### config.mk
export PLATFORM = sky130hd
export DESIGN_NAME = calc_rs_flat
export DESIGN_NICKNAME = d
export VERILOG_FILES = /design/src/rtl/calc_rs_if.sv /design/src/rtl/calc_rs.sv /design/src/flat_wrapper.sv
export SDC_FILE = /design/constraint.sdc
export NUM_CORES = 2
export LEC_CHECK = 0
export ABC_AREA = 1
export ABC_CLOCK_PERIOD_IN_PS = 2100
export CAP_MARGIN = 25
export CELL_PAD_IN_SITES_DETAIL_PLACEMENT = 1
export CELL_PAD_IN_SITES_GLOBAL_PLACEMENT = 2
export CORE_MARGIN = 1.5
export CORE_UTILIZATION = 35
export DETAILED_ROUTE_END_ITERATION = 7
export GPL_TIMING_DRIVEN = 1
export PLACE_DENSITY = 0.88
export SLEW_MARGIN = 15
export SYNTH_ARGS = -nofsm -noshare
export SYNTH_HDL_FRONTEND = slang
export SYNTH_SLANG_ARGS = --single-unit
### constraint.sdc
create_clock -name clk_in -period 2.1 [get_ports clk_in]
set_input_delay 0.21 -clock clk_in [delete_from_list [all_inputs] [get_ports clk_in]]
set_output_delay 0.21 -clock clk_in [all_outputs]
set_load 0.02 [all_outputs]
### src/rtl/calc_rs_if.sv
`default_nettype none
// ============================================================================
// Module      : calc_rs_if
// Description : Dispatch, CDB and issue bundle for the calculation-class
//               reservation station. The master drives dispatch and CDB
//               traffic; the slave (the station) returns full and issue.
// Revision    : 1.0 - initial release
// ============================================================================

// Instruction type encoding shared by the decode stage and the stations.
`ifndef INST_TYPE_WIDTH
`define INST_TYPE_WIDTH 6
`define INST_TYPE_LUI   6'd0
`define INST_TYPE_AUIPC 6'd1
`define INST_TYPE_JAL   6'd2
`define INST_TYPE_JALR  6'd3
`define INST_TYPE_BEQ   6'd4
`define INST_TYPE_BNE   6'd5
`define INST_TYPE_BLT   6'd6
`define INST_TYPE_BGE   6'd7
`define INST_TYPE_BLTU  6'd8
`define INST_TYPE_BGEU  6'd9
`define INST_TYPE_LB    6'd10
`define INST_TYPE_LH    6'd11
`define INST_TYPE_LW    6'd12
`define INST_TYPE_LBU   6'd13
`define INST_TYPE_LHU   6'd14
`define INST_TYPE_SB    6'd15
`define INST_TYPE_SH    6'd16
`define INST_TYPE_SW    6'd17
`define INST_TYPE_ADDI  6'd18
`define INST_TYPE_SLTI  6'd19
`define INST_TYPE_SLTIU 6'd20
`define INST_TYPE_XORI  6'd21
`define INST_TYPE_ORI   6'd22
`define INST_TYPE_ANDI  6'd23
`define INST_TYPE_SLLI  6'd24
`define INST_TYPE_SRLI  6'd25
`define INST_TYPE_SRAI  6'd26
`define INST_TYPE_ADD   6'd27
`define INST_TYPE_SUB   6'd28
`define INST_TYPE_SLL   6'd29
`define INST_TYPE_SLT   6'd30
`define INST_TYPE_SLTU  6'd31
`define INST_TYPE_XOR   6'd32
`define INST_TYPE_SRL   6'd33
`define INST_TYPE_SRA   6'd34
`define INST_TYPE_OR    6'd35
`define INST_TYPE_AND   6'd36
`endif

interface calc_rs_if #(
    parameter int ROB_WIDTH = 4
);
    // dispatch
    logic                        in_valid;
    logic [`INST_TYPE_WIDTH-1:0] in_type;
    logic [31:0]                 in_pc;
    logic [31:0]                 in_imm;
    logic [ROB_WIDTH-1:0]        in_rob_id;
    logic                        in_qj_valid;
    logic [ROB_WIDTH-1:0]        in_qj;
    logic [31:0]                 in_vj;
    logic                        in_qk_valid;
    logic [ROB_WIDTH-1:0]        in_qk;
    logic [31:0]                 in_vk;
    logic                        full_out;
    // common data buses
    logic                        alu_cdb_valid;
    logic [ROB_WIDTH-1:0]        alu_cdb_rob;
    logic [31:0]                 alu_cdb_val;
    logic                        lsb_cdb_valid;
    logic [ROB_WIDTH-1:0]        lsb_cdb_rob;
    logic [31:0]                 lsb_cdb_val;
    // issue
    logic                        out_valid;
    logic [`INST_TYPE_WIDTH-1:0] out_type;
    logic [31:0]                 out_pc;
    logic [31:0]                 out_imm;
    logic [31:0]                 out_v1;
    logic [31:0]                 out_v2;
    logic [ROB_WIDTH-1:0]        out_rob_id;

    modport master (
        output in_valid, in_type, in_pc, in_imm, in_rob_id,
        output in_qj_valid, in_qj, in_vj, in_qk_valid, in_qk, in_vk,
        output alu_cdb_valid, alu_cdb_rob, alu_cdb_val,
        output lsb_cdb_valid, lsb_cdb_rob, lsb_cdb_val,
        input  full_out,
        input  out_valid, out_type, out_pc, out_imm, out_v1, out_v2, out_rob_id
    );

    modport slave (
        input  in_valid, in_type, in_pc, in_imm, in_rob_id,
        input  in_qj_valid, in_qj, in_vj, in_qk_valid, in_qk, in_vk,
        input  alu_cdb_valid, alu_cdb_rob, alu_cdb_val,
        input  lsb_cdb_valid, lsb_cdb_rob, lsb_cdb_val,
        output full_out,
        output out_valid, out_type, out_pc, out_imm, out_v1, out_v2, out_rob_id
    );
endinterface

`default_nettype wire

### src/rtl/calc_rs.sv
`default_nettype none
// ============================================================================
// Module      : calc_rs
// Description : Reservation station for calculation-class instructions
//               (LUI, AUIPC, register and immediate ALU ops). Holds up to
//               RS_SIZE entries, snoops two CDBs for operand tags, and issues
//               the lowest-indexed ready entry once per cycle.
// Revision    : 1.0 - initial release
// ============================================================================

`ifndef INST_TYPE_WIDTH
`define INST_TYPE_WIDTH 6
`define INST_TYPE_LUI   6'd0
`define INST_TYPE_AUIPC 6'd1
`define INST_TYPE_ADDI  6'd18
`define INST_TYPE_AND   6'd36
`endif

module calc_rs #(
    parameter int RS_SIZE   = 8,
    parameter int ROB_WIDTH = 4
) (
    input wire logic   clk_in,
    input wire logic   rst_in,
    input wire logic   rdy_in,
    input wire logic   clear_in,
    calc_rs_if.slave   bus
);

    localparam int c_IDX_W = (RS_SIZE > 1) ? $clog2(RS_SIZE) : 1;

    // entry storage
    logic [RS_SIZE-1:0]          r_busy;
    logic [RS_SIZE-1:0]          r_qj_valid;
    logic [RS_SIZE-1:0]          r_qk_valid;
    logic [ROB_WIDTH-1:0]        r_qj   [RS_SIZE];
    logic [ROB_WIDTH-1:0]        r_qk   [RS_SIZE];
    logic [ROB_WIDTH-1:0]        r_rob  [RS_SIZE];
    logic [31:0]                 r_vj   [RS_SIZE];
    logic [31:0]                 r_vk   [RS_SIZE];
    logic [31:0]                 r_pc   [RS_SIZE];
    logic [31:0]                 r_imm  [RS_SIZE];
    logic [`INST_TYPE_WIDTH-1:0] r_type [RS_SIZE];

    // registered issue port
    logic                        r_out_valid;
    logic [`INST_TYPE_WIDTH-1:0] r_out_type;
    logic [31:0]                 r_out_pc;
    logic [31:0]                 r_out_imm;
    logic [31:0]                 r_out_v1;
    logic [31:0]                 r_out_v2;
    logic [ROB_WIDTH-1:0]        r_out_rob_id;

    logic                        w_is_calc;
    logic                        w_full;
    logic                        w_dispatch;
    logic [RS_SIZE-1:0]          w_ready;
    logic                        w_free_hit;
    logic [c_IDX_W-1:0]          w_free_idx;
    logic                        w_issue_hit;
    logic [c_IDX_W-1:0]          w_issue_idx;
    logic                        w_disp_qj_valid;
    logic [31:0]                 w_disp_vj;
    logic                        w_disp_qk_valid;
    logic [31:0]                 w_disp_vk;

    // Full depends only on the busy bits at cycle start, so a slot being
    // issued this cycle cannot be refilled until the next one.
    assign w_full  = &r_busy;
    assign w_ready = r_busy & ~r_qj_valid & ~r_qk_valid;

    assign w_dispatch = bus.in_valid & w_is_calc & ~w_full & rdy_in & ~clear_in;

    assign bus.full_out   = w_full;
    assign bus.out_valid  = r_out_valid;
    assign bus.out_type   = r_out_type;
    assign bus.out_pc     = r_out_pc;
    assign bus.out_imm    = r_out_imm;
    assign bus.out_v1     = r_out_v1;
    assign bus.out_v2     = r_out_v2;
    assign bus.out_rob_id = r_out_rob_id;

    // Calculation-class decode: LUI, AUIPC and the contiguous ALU block
    always_comb begin
        w_is_calc = 1'b0;
        if ((bus.in_type == `INST_TYPE_LUI) || (bus.in_type == `INST_TYPE_AUIPC))
            w_is_calc = 1'b1;
        else if ((bus.in_type >= `INST_TYPE_ADDI) && (bus.in_type <= `INST_TYPE_AND))
            w_is_calc = 1'b1;
    end

    // Lowest free slot and lowest ready slot (scan downward so the lowest wins)
    always_comb begin
        w_free_hit  = 1'b0;
        w_free_idx  = '0;
        w_issue_hit = 1'b0;
        w_issue_idx = '0;
        for (int i = RS_SIZE - 1; i >= 0; i--) begin
            if (!r_busy[i]) begin
                w_free_hit = 1'b1;
                w_free_idx = c_IDX_W'(i);
            end
            if (w_ready[i]) begin
                w_issue_hit = 1'b1;
                w_issue_idx = c_IDX_W'(i);
            end
        end
    end

    // Dispatch-time forwarding: an operand whose producer is on a CDB right now
    // is stored already resolved, otherwise it would miss the broadcast.
    always_comb begin
        w_disp_qj_valid = bus.in_qj_valid;
        w_disp_vj       = bus.in_vj;
        w_disp_qk_valid = bus.in_qk_valid;
        w_disp_vk       = bus.in_vk;
        if (bus.in_qj_valid && bus.alu_cdb_valid && (bus.alu_cdb_rob == bus.in_qj)) begin
            w_disp_qj_valid = 1'b0;
            w_disp_vj       = bus.alu_cdb_val;
        end else if (bus.in_qj_valid && bus.lsb_cdb_valid && (bus.lsb_cdb_rob == bus.in_qj)) begin
            w_disp_qj_valid = 1'b0;
            w_disp_vj       = bus.lsb_cdb_val;
        end
        if (bus.in_qk_valid && bus.alu_cdb_valid && (bus.alu_cdb_rob == bus.in_qk)) begin
            w_disp_qk_valid = 1'b0;
            w_disp_vk       = bus.alu_cdb_val;
        end else if (bus.in_qk_valid && bus.lsb_cdb_valid && (bus.lsb_cdb_rob == bus.in_qk)) begin
            w_disp_qk_valid = 1'b0;
            w_disp_vk       = bus.lsb_cdb_val;
        end
    end

    // Entry state: flush, CDB wake-up, issue release and dispatch allocation
    always_ff @(posedge clk_in or negedge rst_in) begin
        if (!rst_in) begin
            r_busy     <= '0;
            r_qj_valid <= '0;
            r_qk_valid <= '0;
            for (int i = 0; i < RS_SIZE; i++) begin
                r_qj[i]   <= '0;
                r_qk[i]   <= '0;
                r_rob[i]  <= '0;
                r_vj[i]   <= '0;
                r_vk[i]   <= '0;
                r_pc[i]   <= '0;
                r_imm[i]  <= '0;
                r_type[i] <= '0;
            end
        end else if (clear_in) begin
            r_busy     <= '0;
            r_qj_valid <= '0;
            r_qk_valid <= '0;
        end else if (rdy_in) begin
            for (int i = 0; i < RS_SIZE; i++) begin
                if (r_busy[i] && r_qj_valid[i]) begin
                    if (bus.alu_cdb_valid && (bus.alu_cdb_rob == r_qj[i])) begin
                        r_qj_valid[i] <= 1'b0;
                        r_vj[i]       <= bus.alu_cdb_val;
                    end else if (bus.lsb_cdb_valid && (bus.lsb_cdb_rob == r_qj[i])) begin
                        r_qj_valid[i] <= 1'b0;
                        r_vj[i]       <= bus.lsb_cdb_val;
                    end
                end
                if (r_busy[i] && r_qk_valid[i]) begin
                    if (bus.alu_cdb_valid && (bus.alu_cdb_rob == r_qk[i])) begin
                        r_qk_valid[i] <= 1'b0;
                        r_vk[i]       <= bus.alu_cdb_val;
                    end else if (bus.lsb_cdb_valid && (bus.lsb_cdb_rob == r_qk[i])) begin
                        r_qk_valid[i] <= 1'b0;
                        r_vk[i]       <= bus.lsb_cdb_val;
                    end
                end
            end
            if (w_issue_hit)
                r_busy[w_issue_idx] <= 1'b0;
            // the free slot is never the issuing one, both were sampled at cycle start
            if (w_dispatch && w_free_hit) begin
                r_busy[w_free_idx]     <= 1'b1;
                r_type[w_free_idx]     <= bus.in_type;
                r_pc[w_free_idx]       <= bus.in_pc;
                r_imm[w_free_idx]      <= bus.in_imm;
                r_rob[w_free_idx]      <= bus.in_rob_id;
                r_qj[w_free_idx]       <= bus.in_qj;
                r_qk[w_free_idx]       <= bus.in_qk;
                r_qj_valid[w_free_idx] <= w_disp_qj_valid;
                r_vj[w_free_idx]       <= w_disp_vj;
                r_qk_valid[w_free_idx] <= w_disp_qk_valid;
                r_vk[w_free_idx]       <= w_disp_vk;
            end
        end
    end

    // Issue port: one registered issue per cycle, held while rdy_in is low
    always_ff @(posedge clk_in or negedge rst_in) begin
        if (!rst_in) begin
            r_out_valid  <= 1'b0;
            r_out_type   <= '0;
            r_out_pc     <= '0;
            r_out_imm    <= '0;
            r_out_v1     <= '0;
            r_out_v2     <= '0;
            r_out_rob_id <= '0;
        end else if (clear_in) begin
            r_out_valid <= 1'b0;
        end else if (rdy_in) begin
            r_out_valid <= w_issue_hit;
            if (w_issue_hit) begin
                r_out_type   <= r_type[w_issue_idx];
                r_out_pc     <= r_pc[w_issue_idx];
                r_out_imm    <= r_imm[w_issue_idx];
                r_out_v1     <= r_vj[w_issue_idx];
                r_out_v2     <= r_vk[w_issue_idx];
                r_out_rob_id <= r_rob[w_issue_idx];
            end
        end
    end

endmodule

`default_nettype wire

### src/flat_wrapper.sv
// flat-port wrapper written by rule: the top's interface ports become plain ports
module calc_rs_flat 
#(
    parameter int RS_SIZE   = 8,
    parameter int ROB_WIDTH = 4
)
  (clk_in, rst_in, rdy_in, clear_in, bus_in_valid, bus_in_type, bus_in_pc, bus_in_imm, bus_in_rob_id, bus_in_qj_valid, bus_in_qj, bus_in_vj, bus_in_qk_valid, bus_in_qk, bus_in_vk, bus_alu_cdb_valid, bus_alu_cdb_rob, bus_alu_cdb_val, bus_lsb_cdb_valid, bus_lsb_cdb_rob, bus_lsb_cdb_val, bus_full_out, bus_out_valid, bus_out_type, bus_out_pc, bus_out_imm, bus_out_v1, bus_out_v2, bus_out_rob_id);
  calc_rs_if #(.ROB_WIDTH(ROB_WIDTH)) bus_i ();
  input wire logic clk_in;
  input wire logic rst_in;
  input wire logic rdy_in;
  input wire logic clear_in;
  input wire logic [$bits(bus_i.in_valid)-1:0] bus_in_valid;
  input wire logic [$bits(bus_i.in_type)-1:0] bus_in_type;
  input wire logic [$bits(bus_i.in_pc)-1:0] bus_in_pc;
  input wire logic [$bits(bus_i.in_imm)-1:0] bus_in_imm;
  input wire logic [$bits(bus_i.in_rob_id)-1:0] bus_in_rob_id;
  input wire logic [$bits(bus_i.in_qj_valid)-1:0] bus_in_qj_valid;
  input wire logic [$bits(bus_i.in_qj)-1:0] bus_in_qj;
  input wire logic [$bits(bus_i.in_vj)-1:0] bus_in_vj;
  input wire logic [$bits(bus_i.in_qk_valid)-1:0] bus_in_qk_valid;
  input wire logic [$bits(bus_i.in_qk)-1:0] bus_in_qk;
  input wire logic [$bits(bus_i.in_vk)-1:0] bus_in_vk;
  input wire logic [$bits(bus_i.alu_cdb_valid)-1:0] bus_alu_cdb_valid;
  input wire logic [$bits(bus_i.alu_cdb_rob)-1:0] bus_alu_cdb_rob;
  input wire logic [$bits(bus_i.alu_cdb_val)-1:0] bus_alu_cdb_val;
  input wire logic [$bits(bus_i.lsb_cdb_valid)-1:0] bus_lsb_cdb_valid;
  input wire logic [$bits(bus_i.lsb_cdb_rob)-1:0] bus_lsb_cdb_rob;
  input wire logic [$bits(bus_i.lsb_cdb_val)-1:0] bus_lsb_cdb_val;
  output wire logic [$bits(bus_i.full_out)-1:0] bus_full_out;
  output wire logic [$bits(bus_i.out_valid)-1:0] bus_out_valid;
  output wire logic [$bits(bus_i.out_type)-1:0] bus_out_type;
  output wire logic [$bits(bus_i.out_pc)-1:0] bus_out_pc;
  output wire logic [$bits(bus_i.out_imm)-1:0] bus_out_imm;
  output wire logic [$bits(bus_i.out_v1)-1:0] bus_out_v1;
  output wire logic [$bits(bus_i.out_v2)-1:0] bus_out_v2;
  output wire logic [$bits(bus_i.out_rob_id)-1:0] bus_out_rob_id;
  assign bus_i.in_valid = bus_in_valid;
  assign bus_i.in_type = bus_in_type;
  assign bus_i.in_pc = bus_in_pc;
  assign bus_i.in_imm = bus_in_imm;
  assign bus_i.in_rob_id = bus_in_rob_id;
  assign bus_i.in_qj_valid = bus_in_qj_valid;
  assign bus_i.in_qj = bus_in_qj;
  assign bus_i.in_vj = bus_in_vj;
  assign bus_i.in_qk_valid = bus_in_qk_valid;
  assign bus_i.in_qk = bus_in_qk;
  assign bus_i.in_vk = bus_in_vk;
  assign bus_i.alu_cdb_valid = bus_alu_cdb_valid;
  assign bus_i.alu_cdb_rob = bus_alu_cdb_rob;
  assign bus_i.alu_cdb_val = bus_alu_cdb_val;
  assign bus_i.lsb_cdb_valid = bus_lsb_cdb_valid;
  assign bus_i.lsb_cdb_rob = bus_lsb_cdb_rob;
  assign bus_i.lsb_cdb_val = bus_lsb_cdb_val;
  assign bus_full_out = bus_i.full_out;
  assign bus_out_valid = bus_i.out_valid;
  assign bus_out_type = bus_i.out_type;
  assign bus_out_pc = bus_i.out_pc;
  assign bus_out_imm = bus_i.out_imm;
  assign bus_out_v1 = bus_i.out_v1;
  assign bus_out_v2 = bus_i.out_v2;
  assign bus_out_rob_id = bus_i.out_rob_id;
  calc_rs #(.RS_SIZE(RS_SIZE), .ROB_WIDTH(ROB_WIDTH)) u_core (.clk_in(clk_in), .rst_in(rst_in), .rdy_in(rdy_in), .clear_in(clear_in), .bus(bus_i));
endmodule
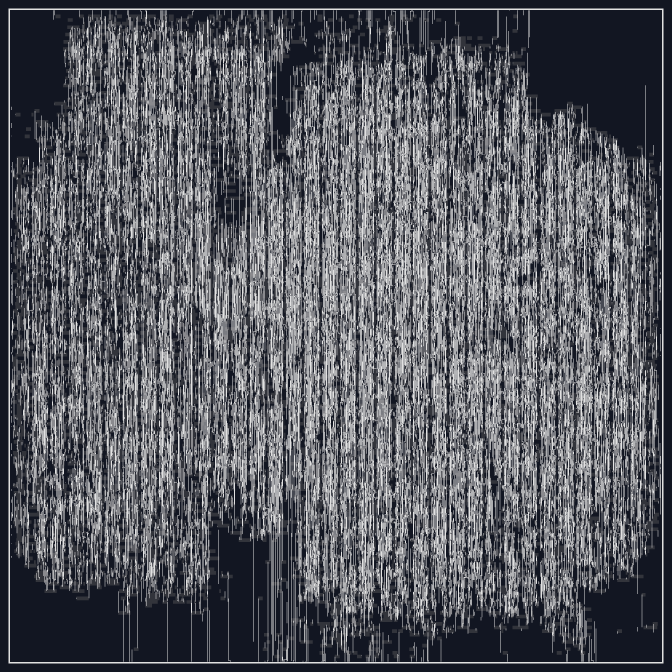
layer_met2.png
Cells faint in the background.
longest straight run = 132 um
main direction = vertical
wire length on this layer = 194 mm
total detailed-routing wirelength: 435 mm
total number of vias: 94.8k
met2 track demand over resource: 0.542

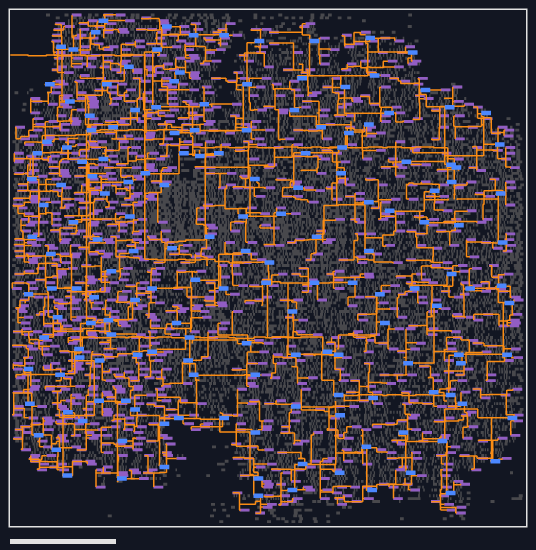
clk_routes.png
Scale bar: 100 um.
clock drivers -> blue  # count 168
flip-flops -> purple  # count 1331
clock wires -> orange  # length 22.4 mm
flops lie = widely spread
routed clock nets = 169
worst clock skew: 52.9 ps
clock group share of total power: 0.425
later-pin clock latency in the skew report: 890 ps
power dissipated in the clock network: 30.9 mW

==> tab_implementation.tex <==
% Yosys + OpenROAD metrics
\begin{tabular}{lr}
\hline
Metric & Value \\
\hline
\multicolumn{2}{l}{\textbf{Worst setup path}} \\
\quad Crit-path leading delay family & simple AND/OR/NAND/NOR gates \\
\quad End point of the critical path & u\_core.bus.out\_v1[26]\$\_DFFE\_PN0P\_ \\
\quad Crit Path Max Fanout & 8 \\
\quad Crit. Startpoint & u\_core.r\_busy[7]\$\_DFFE\_PN0P\_ \\
\quad Critical R2R Launch & u\_core.r\_busy[7]\$\_DFFE\_PN0P\_ \\
\quad Worst setup EP type & flip-flop \\
\quad List of cells traversed by the critical path & buf\_6, nand2\_4, nor2\_2, nand2\_1, nand2\_1, nand2\_1, nand2\_1, nand2\_2, nand2\_8, nand2\_8, buf\_16, buf\_16, buf\_8, buf\_4, nand2\_4, nand3\_2, nand2\_2, inv\_2, nand2\_2, nand2\_2, nand2\_1 \\
\quad Cell with the largest stage delay on the worst path & sky130\_fd\_sc\_hd\_\_dfrtp\_1 \\
\quad Critical R2R Capture & u\_core.bus.out\_v1[26]\$\_DFFE\_PN0P\_ \\
\quad Dominant cell type by count on the critical path & sky130\_fd\_sc\_hd\_\_nand2\_1 \\
\quad Critical Path Source Type & flip-flop \\
\quad WP data required & 2830 ps \\
\quad Worst path bufs/invs & 6 \\
\quad Data arrival time of the critical path & 3320 ps \\
\quad Delay of the slowest critical-path stage & 390 ps \\
\quad Total number of cells along the worst setup path & 21 \\
\quad Worst r2r path cells & 21 \\
\quad Reg2reg setup slack & -490 ps \\
\multicolumn{2}{l}{\textbf{Place}} \\
\quad Dpl ws & -739 ps \\
\quad Placed wire-length estimate & 266 mm \\
\quad Number of buffers inserted by port buffering & 366 \\
\quad Post-Place Cells & 15.6k \\
\multicolumn{2}{l}{\textbf{Floorplanning}} \\
\quad Placement row count & 177 \\
\quad Share of the core filled by cells before placement & 0.353 \\
\quad Area of the core & 233000 um2 \\
\quad Tap cell count & 3132 \\
\quad Ports & 367 \\
\quad Die outline height & 488 um \\
\quad Overall die width & 488 um \\
\multicolumn{2}{l}{\textbf{Clock tree}} \\
\quad CTS tree & built \\
\quad Clock-pin transition on the worst setup and hold timing paths & 60 ps \\
\quad Number of buffers added by the clock tree synthesis step & 168 \\
\quad Deepest level of the CTS H-tree & 4 \\
\quad CTS Sinks & 1331 \\
\quad Clk Tree Root Cell & sky130\_fd\_sc\_hd\_\_clkbuf\_16 \\
\quad CTS max path bufs & 3 \\
\multicolumn{2}{l}{\textbf{Logic synthesis}} \\
\quad Chip area estimate from yosys synthesis & 82200 um2 \\
\quad Net count of the mapped netlist & 12.4k \\
\quad Sequential-to-total area share from yosys stat & 0.405 \\
\quad Distinct cell type count after synthesis & 43 \\
\quad Post-synth top flop & sky130\_fd\_sc\_hd\_\_dfrtp\_1 \\
\quad Number of storage elements in the synthesis netlist & 1331 \\
\quad Synthesized netlist cell count & 12.1k \\
\quad Avg Synthesized Cell Area & 6.77 um2 \\
\quad Leading cell types by total area after synthesis & sky130\_fd\_sc\_hd\_\_dfrtp\_1 41\%, sky130\_fd\_sc\_hd\_\_nand2\_1 19\%, sky130\_fd\_sc\_hd\_\_o21ai\_0 8.1\%, sky130\_fd\_sc\_hd\_\_nand3\_1 7.6\%, sky130\_fd\_sc\_hd\_\_o211ai\_1 4.9\% \\
\quad Area leader share & 0.405 \\
\quad Top-count cell post-synth & sky130\_fd\_sc\_hd\_\_nand2\_1 \\
\quad Combined area of all synthesized cells & 82200 um2 \\
\quad Async set-reset flop share out of synthesis & 1.00 \\
\quad Ys cells & 12.1k \\
\quad Most used standard cells in the synthesized netlist & 4081 x sky130\_fd\_sc\_hd\_\_nand2\_1, 1334 x sky130\_fd\_sc\_hd\_\_o21ai\_0, 1331 x sky130\_fd\_sc\_hd\_\_dfrtp\_1, 1240 x sky130\_fd\_sc\_hd\_\_nand3\_1, 1044 x sky130\_fd\_sc\_hd\_\_inv\_1 \\
\quad Number of warnings reported in the yosys synthesis log & 0 \\
\quad Flip-flops with a built-in enable & 0 \\
\multicolumn{2}{l}{\textbf{Detailed routing}} \\
\quad Detailed Routing Iterations Pass 1 & 8 \\
\quad Residual DRC & 0 \\
\quad Iter 0 DRT Violations & 10.1k \\
\quad Number of antenna-violating nets in the routed design & 0 \\
\quad Top sig layer & met5 \\
\quad Vias per std cell & 5.90 \\
\quad Detailed route wirelength on metal3 & 40.3 mm \\
\quad Post-DR wirelength/cell & 27.1 um \\
\multicolumn{2}{l}{\textbf{Timing}} \\
\quad Transition time at the pin with the least slew margin & 890 ps \\
\quad Post-route minimum period & 2590 ps \\
\quad Hold Worst Slack & 61.2 ps \\
\quad Pins over their slew limit & 0 \\
\quad Maximum clock frequency & 386 MHz \\
\quad Sum of negative setup slack & -360950 ps \\
\quad Final setup vio count & 1342 \\
\quad Slew headroom & 0.407 \\
\quad Min setup slack post-route & -489 ps \\
\quad Hold Fails Final Rpt & 0 \\
\quad Ratio of final minimum period to clock period & 1.23 \\
\multicolumn{2}{l}{\textbf{Final layout}} \\
\quad Total number of multi-input combinational cells & 8683 \\
\quad Non-clock inverter total of the final layout & 1105 \\
\quad Ratio of cells with drive above 1 in the final layout & 0.152 \\
\quad Number of standard cells in the layout, taps in and fillers out & 16.1k \\
\quad Antenna diodes & 7 \\
\quad Area growth from synthesis to layout & 32.9\% \\
\quad Top cell excl fill/tap & sky130\_fd\_sc\_hd\_\_nand2\_1 \\
\quad Cell type taking the most area & logic gates \\
\quad CLK BUF & 247 \\
\quad Logic gate fraction of the total cell area & 0.385 \\
\quad Flip-flop and latch count & 1331 \\
\quad Logic area & 42100 um2 \\
\quad Number of inserted filler cells in the final layout & 28.7k \\
\quad Clock distribution area overhead in the final layout & 0.0529 \\
\quad Commonest cells after routing, fill and taps aside & 3940 x sky130\_fd\_sc\_hd\_\_nand2\_1, 1331 x sky130\_fd\_sc\_hd\_\_dfrtp\_1, 1299 x sky130\_fd\_sc\_hd\_\_o21ai\_0, 1119 x sky130\_fd\_sc\_hd\_\_nand3\_1, 1022 x sky130\_fd\_sc\_hd\_\_inv\_1 \\
\quad Number of nets in the final layout & 13.0k \\
\quad Area of all sequential standard cells & 33300 um2 \\
\quad Layout buffering overhead excluding clock cells & 0.181 \\
\multicolumn{2}{l}{\textbf{Flow run}} \\
\quad Maximum Capacitance Violations & 0 \\
\multicolumn{2}{l}{\textbf{Power and ir drop}} \\
\quad Leakage power figure & 53.3 nW \\
\quad Peak ir drop on the vdd network & 0.599 mV \\
\quad Power density normalized to cell area & 666 nW/um2 \\
\quad Total design power & 72.7 mW \\
\multicolumn{2}{l}{\textbf{GRT}} \\
\quad Met1 routing resource usage after global routing & 0.437 \\
\quad Vias in the first global route & 95.7k \\
\quad Most Crowded Layer GR & met2 \\
\quad Number of antenna violations at the first check in global routing & 17 \\
\quad First-pass GRT wire length & 623 mm \\
\quad Maximum number of pins on one net before global-route repair & 139 \\
\quad Met3 track demand over resource in global routing & 0.0694 \\
\multicolumn{2}{l}{\textbf{Hold path}} \\
\quad Kind of path behind the tightest hold check & in -> reg \\
\quad Worst Hold Endpoint & u\_core.r\_pc[45]\$\_DFFE\_PN0P\_ \\
\quad Number of stages on the worst hold path & 3 \\
\multicolumn{2}{l}{\textbf{Status}} \\
\quad Violated checks & negative setup slack \\
\quad Outcome & complete, but fails checks \\
\hline
\end{tabular}
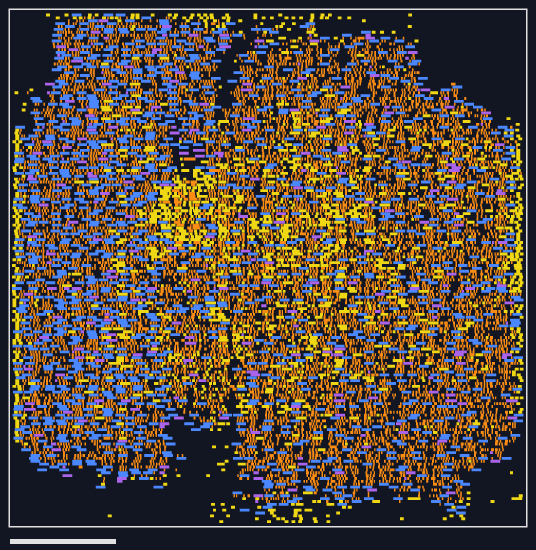
placement_by_type.png
Scale bar: 100 um.
flops -> blue  # cells 1331, share of their area 32%
clock drivers and dummy loads -> purple  # cells 306, share of their area 5.5%
combinational and other logic -> orange  # cells 9788, share of their area 44%
other buffers and delay cells -> yellow  # cells 1512, share of their area 19%
share of the core filled with cells: 0.469
area of all placed cells without fillers: 109000 um2
proportion of cell area occupied by registers: 0.305

## what timing repair did
item / CTS / global route
setup endpoints to repair: 1380 / 1409
setup buffers: 67 / 52
gates cloned: 45 / 54
pin swaps: 84 / 141
gates resized: 360 / 457
hold buffers: 2 / 0
hold endpoints to repair: 1331 / 0
## report_power, final
group | switching, mW | total [mW] | leakage, nW | internal (mW)
clock | 13.2 | 30.9 | 2.81 | 17.6
sequential | 1.36 | 29.0 | 18.2 | 27.6
combinational | 7.89 | 12.8 | 32.4 | 4.94
## kinds of logic (layout without fill, tap and decap cells)
family,after synthesis,count (layout),share of synthesized area
AND/OR/NAND/NOR,6135,6135,0.309
AND-OR/OR-AND,2526,2526,0.175
buffers and inverters,2126,2923,0.108
flip-flops,1331,1331,0.405
XOR/XNOR,22,22,0.00234
other,0,7,0
Power is estimated from default activity; no workload was simulated.
